Figure 1. Clock routing.
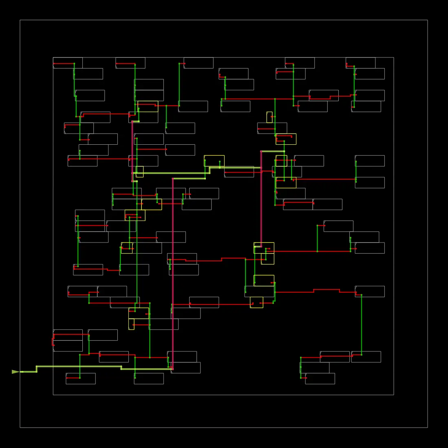
Figure 2. Signal metal coverage by tile.
(4 px per µm) 20 x 20 tiles, from black (low) to pale yellow (high), scaled to the fullest tile. Values are wire area over tile area, all layers added.
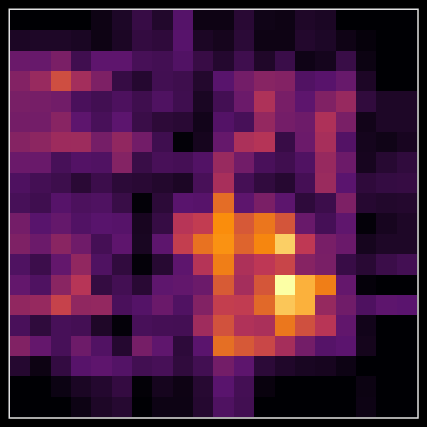
Figure 3. The metal 3 layer.
(4 px per µm)
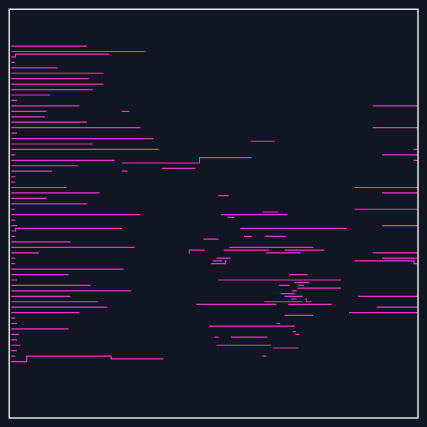
`src/rtl/scratchpad_ex_loader_if.sv`:
```
// -----------------------------------------------------------------------------
// scratchpad_ex_loader_if
// Bundles the command channel, the upstream write stream and the scratchpad
// external-port outputs of scratchpad_ex_loader.
//   cmd_*   : command offer (valid/ready) with op, base, length and BG mask
//   s_*     : 32-bit write-data stream (valid/ready)
//   ex_bus  : {ex_wen, ex_ren, ex_addr, ex_data} towards the scratchpad
//   inst_out: {BG_en[3:0], BG_sel[3:0], BG_mode[3:0]} towards the scratchpad
//   busy    : a command is in progress
//   done    : one-cycle pulse after the last beat has been driven
// Modports: master = host/DMA side, slave = the loader itself.
// -----------------------------------------------------------------------------
interface scratchpad_ex_loader_if #(
    parameter int A_W   = 10,
    parameter int D_W   = 32,
    parameter int LEN_W = 11
);
    logic                   cmd_valid;
    logic                   cmd_ready;
    logic                   cmd_op;
    logic [A_W-1:0]         cmd_base;
    logic [LEN_W-1:0]       cmd_len;
    logic [3:0]             cmd_bg_mask;
    logic                   s_valid;
    logic                   s_ready;
    logic [D_W-1:0]         s_data;
    logic [2+A_W+D_W-1:0]   ex_bus;
    logic [11:0]            inst_out;
    logic                   busy;
    logic                   done;

    modport master (
        output cmd_valid, cmd_op, cmd_base, cmd_len, cmd_bg_mask, s_valid, s_data,
        input  cmd_ready, s_ready, ex_bus, inst_out, busy, done
    );

    modport slave (
        input  cmd_valid, cmd_op, cmd_base, cmd_len, cmd_bg_mask, s_valid, s_data,
        output cmd_ready, s_ready, ex_bus, inst_out, busy, done
    );
endinterface

```
`src/rtl/scratchpad_ex_loader.sv`:
```
// -----------------------------------------------------------------------------
// scratchpad_ex_loader
// Initiator for the scratchpad external port. One command at a time:
//   op=0 : copies cmd_len beats from the s_* stream to consecutive addresses
//   op=1 : issues cmd_len back-to-back reads (data returns elsewhere)
// Ports:
//   clk  : clock
//   rst  : synchronous active-high reset
//   bus  : scratchpad_ex_loader_if.slave (command, stream, ex_bus, inst_out,
//          busy, done)
// Every output comes straight from a flop. The FSM walks IDLE -> ARM -> XFER ->
// DONE; ARM holds the bank-group enables for one quiet cycle before the first
// access. Addresses wrap modulo 2^A_W.
// -----------------------------------------------------------------------------
module scratchpad_ex_loader #(
    parameter int A_W   = 10,
    parameter int D_W   = 32,
    parameter int LEN_W = 11
) (
    input  logic                   clk,
    input  logic                   rst,
    scratchpad_ex_loader_if.slave  bus
);
    localparam int EX_W = 2 + A_W + D_W;
    localparam logic [A_W-1:0]   ADDR_ONE = A_W'(1);
    localparam logic [LEN_W-1:0] LEN_ONE  = LEN_W'(1);
    localparam logic [LEN_W-1:0] LEN_ZERO = LEN_W'(0);

    typedef enum logic [1:0] {
        ST_IDLE = 2'd0,
        ST_ARM  = 2'd1,
        ST_XFER = 2'd2,
        ST_DONE = 2'd3
    } state_t;

    state_t            state_q, state_d;
    logic              op_q, op_d;
    logic [A_W-1:0]    addr_q, addr_d;
    logic [LEN_W-1:0]  rem_q, rem_d;
    logic [3:0]        bg_en_q, bg_en_d;
    logic [EX_W-1:0]   ex_bus_q, ex_bus_d;
    logic              cmd_ready_q, cmd_ready_d;
    logic              s_ready_q, s_ready_d;
    logic              busy_q, busy_d;
    logic              done_q, done_d;

    // Packs one external-port beat in {wen, ren, addr, data} order.
    function automatic logic [EX_W-1:0] ex_beat(input logic wen, input logic ren,
                                                input logic [A_W-1:0] addr,
                                                input logic [D_W-1:0] data);
        return {wen, ren, addr, data};
    endfunction

    // Next-state and next-output computation; outputs are staged one cycle
    // ahead so that what is registered is what the scratchpad sees.
    always_comb begin
        state_d  = state_q;
        op_d     = op_q;
        addr_d   = addr_q;
        rem_d    = rem_q;
        bg_en_d  = bg_en_q;
        ex_bus_d = {EX_W{1'b0}};

        case (state_q)
            ST_IDLE: begin
                if (bus.cmd_valid && cmd_ready_q) begin
                    op_d    = bus.cmd_op;
                    addr_d  = bus.cmd_base;
                    rem_d   = bus.cmd_len;
                    bg_en_d = bus.cmd_bg_mask;
                    state_d = (bus.cmd_len == LEN_ZERO) ? ST_DONE : ST_ARM;
                end else begin
                    state_d = ST_IDLE;
                end
            end
            ST_ARM: begin
                state_d = ST_XFER;
                // Reads have no input dependency, so the first read is staged
                // here and appears in the first XFER cycle.
                if (op_q) begin
                    ex_bus_d = ex_beat(1'b0, 1'b1, addr_q, {D_W{1'b0}});
                    addr_d   = addr_q + ADDR_ONE;
                    rem_d    = rem_q - LEN_ONE;
                end else begin
                    ex_bus_d = {EX_W{1'b0}};
                end
            end
            ST_XFER: begin
                // remaining==0 here means the final beat is on ex_bus now.
                if (rem_q == LEN_ZERO) begin
                    state_d = ST_DONE;
                end else if (op_q) begin
                    ex_bus_d = ex_beat(1'b0, 1'b1, addr_q, {D_W{1'b0}});
                    addr_d   = addr_q + ADDR_ONE;
                    rem_d    = rem_q - LEN_ONE;
                end else if (s_ready_q && bus.s_valid) begin
                    ex_bus_d = ex_beat(1'b1, 1'b0, addr_q, bus.s_data);
                    addr_d   = addr_q + ADDR_ONE;
                    rem_d    = rem_q - LEN_ONE;
                end else begin
                    ex_bus_d = {EX_W{1'b0}};
                end
            end
            ST_DONE: begin
                state_d = ST_IDLE;
            end
            default: begin
                state_d = ST_IDLE;
            end
        endcase

        // Bank groups stay enabled only through ARM and XFER.
        if ((state_d == ST_DONE) || (state_d == ST_IDLE)) begin
            bg_en_d = 4'b0000;
        end else begin
            bg_en_d = bg_en_d;
        end

        busy_d      = (state_d != ST_IDLE);
        cmd_ready_d = (state_d == ST_IDLE);
        done_d      = (state_d == ST_DONE);
        // Drops as soon as the last beat is taken, never offering an extra one.
        s_ready_d   = (state_d == ST_XFER) && !op_d && (rem_d != LEN_ZERO);
    end

    // State and output registers; reset clears every output.
    always_ff @(posedge clk) begin
        if (rst) begin
            state_q     <= ST_IDLE;
            op_q        <= 1'b0;
            addr_q      <= {A_W{1'b0}};
            rem_q       <= {LEN_W{1'b0}};
            bg_en_q     <= 4'b0000;
            ex_bus_q    <= {EX_W{1'b0}};
            cmd_ready_q <= 1'b0;
            s_ready_q   <= 1'b0;
            busy_q      <= 1'b0;
            done_q      <= 1'b0;
        end else begin
            state_q     <= state_d;
            op_q        <= op_d;
            addr_q      <= addr_d;
            rem_q       <= rem_d;
            bg_en_q     <= bg_en_d;
            ex_bus_q    <= ex_bus_d;
            cmd_ready_q <= cmd_ready_d;
            s_ready_q   <= s_ready_d;
            busy_q      <= busy_d;
            done_q      <= done_d;
        end
    end

    assign bus.cmd_ready = cmd_ready_q;
    assign bus.s_ready   = s_ready_q;
    assign bus.ex_bus    = ex_bus_q;
    // BG_sel and BG_mode are tied low: external path, default mode.
    assign bus.inst_out  = {bg_en_q, 4'b0000, 4'b0000};
    assign bus.busy      = busy_q;
    assign bus.done      = done_q;
endmodule

```
`src/flat_wrapper.sv`:
```
// flat-port wrapper written by rule: the top's interface ports become plain ports
module scratchpad_ex_loader_flat 
#(
    parameter int A_W   = 10,
    parameter int D_W   = 32,
    parameter int LEN_W = 11
)
  (clk, rst, bus_cmd_valid, bus_cmd_op, bus_cmd_base, bus_cmd_len, bus_cmd_bg_mask, bus_s_valid, bus_s_data, bus_cmd_ready, bus_s_ready, bus_ex_bus, bus_inst_out, bus_busy, bus_done);
  scratchpad_ex_loader_if #(.A_W(A_W), .D_W(D_W), .LEN_W(LEN_W)) bus_i ();
  input  logic clk;
  input  logic rst;
  input wire logic [$bits(bus_i.cmd_valid)-1:0] bus_cmd_valid;
  input wire logic [$bits(bus_i.cmd_op)-1:0] bus_cmd_op;
  input wire logic [$bits(bus_i.cmd_base)-1:0] bus_cmd_base;
  input wire logic [$bits(bus_i.cmd_len)-1:0] bus_cmd_len;
  input wire logic [$bits(bus_i.cmd_bg_mask)-1:0] bus_cmd_bg_mask;
  input wire logic [$bits(bus_i.s_valid)-1:0] bus_s_valid;
  input wire logic [$bits(bus_i.s_data)-1:0] bus_s_data;
  output wire logic [$bits(bus_i.cmd_ready)-1:0] bus_cmd_ready;
  output wire logic [$bits(bus_i.s_ready)-1:0] bus_s_ready;
  output wire logic [$bits(bus_i.ex_bus)-1:0] bus_ex_bus;
  output wire logic [$bits(bus_i.inst_out)-1:0] bus_inst_out;
  output wire logic [$bits(bus_i.busy)-1:0] bus_busy;
  output wire logic [$bits(bus_i.done)-1:0] bus_done;
  assign bus_i.cmd_valid = bus_cmd_valid;
  assign bus_i.cmd_op = bus_cmd_op;
  assign bus_i.cmd_base = bus_cmd_base;
  assign bus_i.cmd_len = bus_cmd_len;
  assign bus_i.cmd_bg_mask = bus_cmd_bg_mask;
  assign bus_i.s_valid = bus_s_valid;
  assign bus_i.s_data = bus_s_data;
  assign bus_cmd_ready = bus_i.cmd_ready;
  assign bus_s_ready = bus_i.s_ready;
  assign bus_ex_bus = bus_i.ex_bus;
  assign bus_inst_out = bus_i.inst_out;
  assign bus_busy = bus_i.busy;
  assign bus_done = bus_i.done;
  scratchpad_ex_loader #(.A_W(A_W), .D_W(D_W), .LEN_W(LEN_W)) u_core (.clk(clk), .rst(rst), .bus(bus_i));
endmodule
```
`config.mk`:
```
export PLATFORM = sky130hd
export DESIGN_NAME = scratchpad_ex_loader_flat
export DESIGN_NICKNAME = d
export VERILOG_FILES = /design/src/rtl/scratchpad_ex_loader_if.sv /design/src/rtl/scratchpad_ex_loader.sv /design/src/flat_wrapper.sv
export SDC_FILE = /design/constraint.sdc
export NUM_CORES = 1
export LEC_CHECK = 0
export ABC_AREA = 0
export CAP_MARGIN = 20
export CORE_MARGIN = 8
export CORE_UTILIZATION = 44
export DETAILED_ROUTE_END_ITERATION = 16
export PLACE_DENSITY_LB_ADDON = 0.15
export REMOVE_ABC_BUFFERS = 1
export SETUP_SLACK_MARGIN = 0.15
export SLEW_MARGIN = 40
export SYNTH_ARGS = -nofsm -noshare
export SYNTH_HDL_FRONTEND = slang
export SYNTH_SLANG_ARGS = --single-unit
```
`constraint.sdc`:
```
create_clock -name clk -period 3.14 [get_ports clk]
set_input_delay 0.628 -clock clk [delete_from_list [all_inputs] [get_ports clk]]
set_output_delay 0.628 -clock clk [all_outputs]
set_load 0.03 [all_outputs]
```
==> flow_summary.json <==
{
  "pin_count": 122,
  "critPathRequiredTime_ps": 3370,
  "largest_area_cell": "dfxtp_1",
  "r2r_start": "u_core.rem_q[0]",
  "xor_area_share_pct": 0,
  "post_synth.cell_area_avg_um2": 8.91,
  "top_usage_layer": "met2",
  "hold_viol_final": 0,
  "ctsLongestPathBuffers": 2,
  "core_um2": 7180,
  "ys_warn_count": 0,
  "period_needed_ps": 2730,
  "dr_wl_met3_mm": 1.32,
  "area_growth_pct": 43.4,
  "max_cap_viol_count": 0,
  "multiInputCombCellCount": 259,
  "hp-class": "flop to flop",
  "seq_area_share_pct": 32.7,
  "mux_share_pct": 3.47,
  "tightestPinTransition_ps": 542,
  "syn-cell-area_um2": 3240,
  "buffers_excl_clock": 121,
  "aoi_share_pct": 13.7,
  "top_layer": "met4",
  "netlist.area_leader.share_pct": 46.9,
  "n_all_inverters": 15,
  "status": "completed",
  "m1WireLength_mm": 3.61,
  "setup_violations": 0,
  "final_cell_mix": "clkdlybuf4s50_1, dfxtp_1, nor2_1",
  "die_w_um": 102,
  "clockPowerShare_pct": 33.2,
  "dp_hpwl_mm": 7.35,
  "layout.area.comb_um2": 1590,
  "grt_max_degree": 33,
  "switchingPower_uw": 535,
  "r2r_end": "u_core.bus.s_ready",
  "start_kind": "input port",
  "use_met1_pct": 20.9,
  "crit_type": "input port to flop",
  "path_buffers": 1,
  "die_height_um": 102,
  "avgRoutedWirePerCell_um": 15.9,
  "max_freq_mhz": 366,
  "yosys-top-cells-area": "dfxtp_1, and2_1, nor2_1",
  "seqCellArea_um2": 1520,
  "finalPower_mw": 1.95,
  "htree_levels": 3,
  "portBuffers": 113,
  "p_leak_nw": 1.82,
  "synth_flops": 76,
  "cp_max_fo": 3,
  "netlist_logic_family_top": "simple AND/OR/NAND/NOR gates",
  "clock_sinks": 76,
  "rrSetupSlack_ps": 470,
  "slew_violations": 0,
  "clock_area_share_pct": 3.63,
  "post-route-period-util_pct": 87.0,
  "tap_cells": 99,
  "p_clk_uw": 649,
  "place_congestion": 0.935,
  "comb_power_uw": 298,
  "hold_path.startpoint": "u_core.addr_q[9]",
  "grt_pass1_wl_mm": 14.8,
  "yosysMostFrequentCell": "dfxtp_1",
  "gr-usage-met2_pct": 28.0,
  "cts_resized": 0,
  "async_flop_share_pct": 0,
  "setup_tns_ps": 0,
  "ys_cells": 364,
  "comb_area_share_pct": 34.1,
  "maxPowerGroup": "registers",
  "rsz0062_at_grt": "false",
  "largest_class": "multi-input combinational cells",
  "initial_core_util_pct": 45.2,
  "grt-ovfl-total": 0,
  "ys_sh_simple_pct": 27.2,
  "slowest_stage": "clkdlybuf4s50_1",
  "ys_seq_share_pct": 46.9,
  "critPathLaunch": "bus_cmd_valid",
  "cp-end-kind": "flop",
  "die-area_um2": 10400,
  "drive_above_1_share_pct": 7.19,
  "cts_tree": "yes",
  "synth-edff-count": 0,
  "cts_setup_buffers": 0,
  "ys.flop_type": "dfxtp_1",
  "pwr-share-seq_pct": 51.5,
  "clkTransAtPathRegs_ps": 80,
  "critPathArrivalTime_ps": 2960,
  "ant_nets": 0,
  "first_pass_iters": 5,
  "buffer_area_share_pct": 25.6,
  "crit_end": "u_core.bus.s_ready",
  "ctsHoldBuffers": 0,
  "nets": 553,
  "p_comb_share_pct": 15.3,
  "fp-row-count": 31,
  "cp.depth": 8,
  "drc_errors": 0,
  "peakVddDrop_uv": 300,
  "layout_top_cell": "clkdlybuf4s50_1",
  "p_sw_share_pct": 27.4,
  "hold-path-cell-count": 1,
  "synth_cells": 364,
  "first_global_vias": 3014,
  "cts-root-buf": "clkbuf_8",
  "p_int_mw": 1.42,
  "antenna_found_initial": 0,
  "crit_chain": "clkdlybuf4s50_1, a21boi_0, or2_2, or4_1, a32oi_1, and3_1, nand4_1, o2111a_1",
  "reg2reg_depth": 9,
  "pwr_density_cell_nw_per_um2": 420,
  "vias_per_cell": 5.10,
  "warnings": 30,
  "p_seq_mw": 1.01,
  "ys_area_um2": 3240,
  "fa_ha_area_share_pct": 3.47,
  "seq_cells": 76,
  "nFillCells": 625,
  "yosys-top-cells-count": "dfxtp_1, nor2_1, and2_1",
  "cp_top_family": "simple AND/OR/NAND/NOR gates",
  "routed-wl-met2_mm": 4.20,
  "slowest_delay_ps": 500,
  "relSlewSlack_pct": 63.6,
  "synth_cell_type_count": 51,
  "numCtsBuffers": 9,
  "drt_iter0_drc": 178,
  "hold_path_end": "u_core.bus.ex_bus[41]",
  "num_antenna_cells": 0
}
Back to the opening pictures, Figure 1:
Worst Skew: 9.88 ps
clk_lat worst skew: 340 ps
number of clock buffers in the layout: 11

Back to the opening pictures, Figure 2:
The emptiest ninth of the die: north-east. The fullest tile reaches 0.71. The densest ninth of the die: center. 8.3% of the tiles are over half the peak. The mean over all tiles is 0.16. 13% of the tiles are nearly empty.
Routed WL: 9.34 mm
total number of vias: 2986
GRT Util Overall: 18.6%

Back to the opening pictures, Figure 3:
The layer holds 14% of the routed length. The wires run mostly horizontal. The layer carries 1320 µm of wire. The longest straight run is 36.6 µm.
GR Layer Usage met3: 10.0%

==> stage by stage <==
stage	setup slack, ps	cells	area (µm²)	hold WS (ps)	utilization (%)
2_1_floorplan	164	350	3160	448	-
3_3_place_gp	140	570	4480	458	62.4
3_5_place_dp	82.8	570	4480	462	62.4
4_1_cts	439	586	4650	480	64.8
5_1_grt	294	586	4650	511	64.8
6_report	407	586	4650	482	64.8
==> state kept, by name, indices dropped and copies added (netlist names) <==
signal / count
u_core.rem_q: 11
u_core.op_q: 1
u_core.bus.done: 1
u_core.bus.s_ready: 1
u_core.bg_en_q: 4
u_core.addr_q: 10
u_core.bus.busy: 1
u_core.state_q: 2
u_core.bus.cmd_ready: 1
u_core.bus.ex_bus: 44
Power figures rest on the tool's default switching activity, not on a simulated workload.
